==> config.mk <==
export PLATFORM = sky130hd
export DESIGN_NAME = cache_line_mem_master
export DESIGN_NICKNAME = d
export VERILOG_FILES = /design/src/rtl/cache_mem_pkg.sv /design/src/rtl/cache_line_mem_master.sv
export SDC_FILE = /design/constraint.sdc
export NUM_CORES = 1
export LEC_CHECK = 0
export ABC_AREA = 1
export CORE_ASPECT_RATIO = 2
export CORE_MARGIN = 4
export CORE_UTILIZATION = 43
export DETAILED_ROUTE_END_ITERATION = 10
export GPL_TIMING_DRIVEN = 1
export PLACE_DENSITY = 0.77
export SKIP_LAST_GASP = 1
export SYNTH_ARGS = -nofsm -noshare
export SYNTH_HDL_FRONTEND = slang
export SYNTH_SLANG_ARGS = --single-unit
export TNS_END_PERCENT = 50
==> constraint.sdc <==
create_clock -name clk -period 10.15 [get_ports clk]
set_input_delay 2.5375 -clock clk [delete_from_list [all_inputs] [get_ports clk]]
set_output_delay 2.5375 -clock clk [all_outputs]
set_load 0.01 [all_outputs]
**Gate-type map**

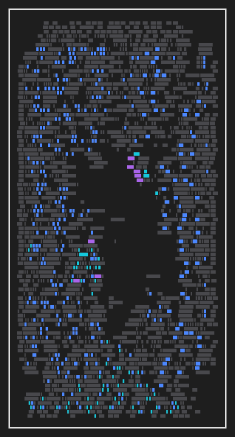
inverting AOI/OAI gates -> blue  # cells 348, where widely spread
NOR gates -> cyan  # cells 68
adder and majority cells -> purple  # cells 8, where middle
fin cells: 2385
most frequent logic cell in the layout: sky130_fd_sc_hd__nand2_1

**Layout detail**

Bar = 10 um. Window x 21 to 46, y 52 to 77 um. Cells in grey, sequential cells in the stronger grey; small squares are vias.
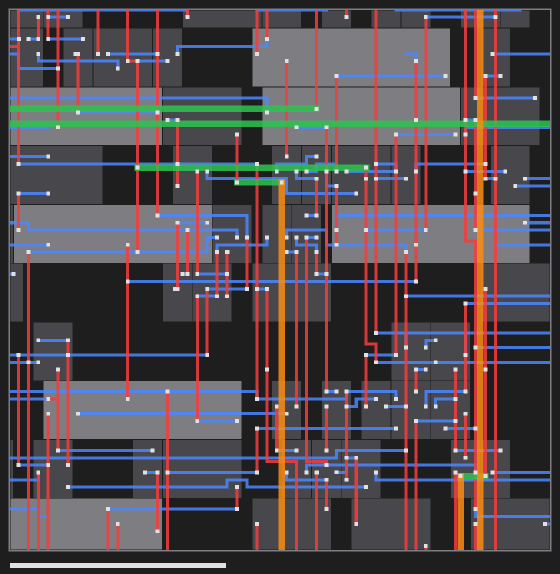
met4 -> orange
met1 -> blue
met3 -> green
met2 -> red
most frequent = nand2_1 (12), clkdlybuf4s50_1 (8)
cells with their middle in the window = 46
sequential cells in the window = 7

**Congestion heat map**

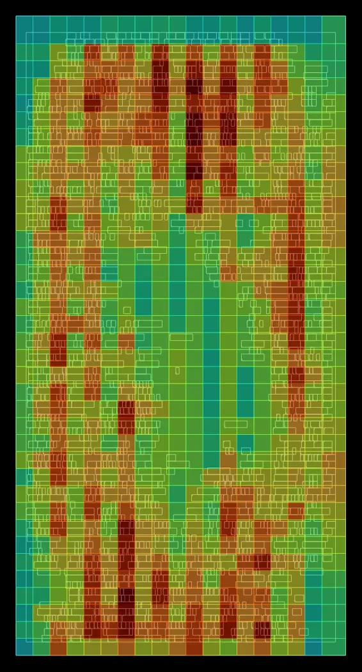
share of the core filled with cells: 59.4%
global route hottest layer: met2

**Nets reached from selected ports**

Bar = 50 um.
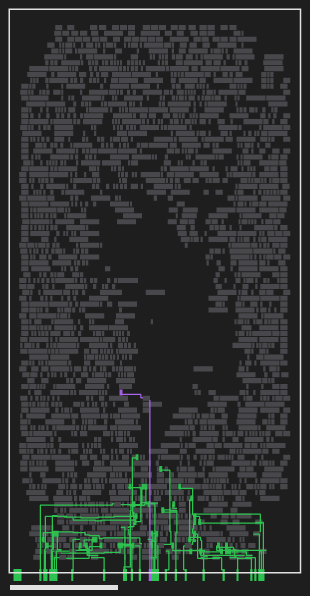
cmd_line_addr -> green  # direction input, edge bottom, end cells 42, wire 1250 um
mem_write_enable -> purple  # direction output, edge bottom, end cells 1, wire 90.9 um
number of input and output port buffers inserted: 386
I/O pin total: 393

==> commit_impl_results.txt <==
Log flow metrics for this revision

- For this configuration, the core starts out at a cell density of 43.8%.
- In this run the biggest area consumer among cell types represents 54.2% of the synthesized area.
- The synthesis report lists the Yosys warning total as 0.
- The worst setup path is launched from a flip-flop.
* Remaining max-slew budget at the tightest pin: 17.9%
- Worst-case reg-to-reg path depth: 6
- Largest net degree at the start of global routing: 166
* Setup-violating endpoint count in the final report: 0
- Each instance of the synthesized netlist takes up on average 8.42 um2.
- Run status: complete, no violations
- DRC violations left: 0
* Area leader, netlist: sky130_fd_sc_hd__dfrtp_1
* Global route total overflow: 0
- Length of routed met3 wiring: 2360 um
* Routability cong.: 0.868
* Die Footprint: 34700 um2
- For this design the static power due to leakage is 8.53 nW.
* Top routing layer in use: met4
* CTS H-tree lvls: 1
* Global Route met3 Usage: 3.16%
- Antenna-violating nets left: 0
- Hold Path Depth: 2
- Number of buffers on the longest clock path: 3
- Hold crit path type: reg2reg
* Post_cts resized: 0
- Total standard cell area after synthesis: between 10000 and 15000 um2
- Slew of the pin with the lowest slew margin: 1.23 ns
- CTS tree: built
* Share of the yosys chip area belonging to registers: ~54%
-- area by class of cell --
cell class	instances	area, um2
inverters	142	547
multi-input cells	1075	5090
clock inverters	15	184
well taps	418	523
repair buffers	397	3960
diodes	8	20.0
fillers	2675	12600
flip-flops and latches	295	7390
clock buffers	35	756
-- worst max-delay path, cell delays in order (launching register included) --
cell and delay (ns):
sky130_fd_sc_hd__dfrtp_2 1.03, sky130_fd_sc_hd__inv_1 0.78, sky130_fd_sc_hd__a21oi_1 0.33, sky130_fd_sc_hd__o21ai_0 0.19
sky130_fd_sc_hd__a21oi_1 0.17, sky130_fd_sc_hd__clkdlybuf4s50_1 0.61
-- power by group --
group          leakage [nW]  total [mW]  switching, mW  internal (mW)
clock network         0.465        1.08          0.456          0.628
logic                  4.22        1.77           1.05          0.714
registers              3.84        1.75          0.192           1.56
total                  8.53        4.60           1.70           2.90
-- cells by family (layout without fill, tap and decap cells) --
| kind of cell | after synthesis | count (layout) | synth area share [%] |
|---|---|---|---|
| simple gates | 717 | 717 | 21.8 |
| compound gates | 348 | 348 | 14.8 |
| flops | 295 | 295 | 54.2 |
| buf+inv | 249 | 589 | 8.46 |
| fa+ha+maj | 8 | 8 | 0.735 |
| other cells | 1 | 10 | 0.0275 |
-- stage by stage --
stage | total power, mW | setup slack (ns) | cells | cell area, um2
final | 4.60 | 3.93 | 2385 | 18500
after global routing | 4.90 | 3.70 | 2385 | 18500
after CTS | 4.63 | 3.92 | 2377 | 18400
after detailed placement | 3.54 | 4.53 | 2327 | 17500
after global placement | 3.48 | 4.51 | 2327 | 17500
after floorplan | 2.78 | 3.70 | 1619 | 13600
Power figures rest on the tool's default switching activity, not on a simulated workload.
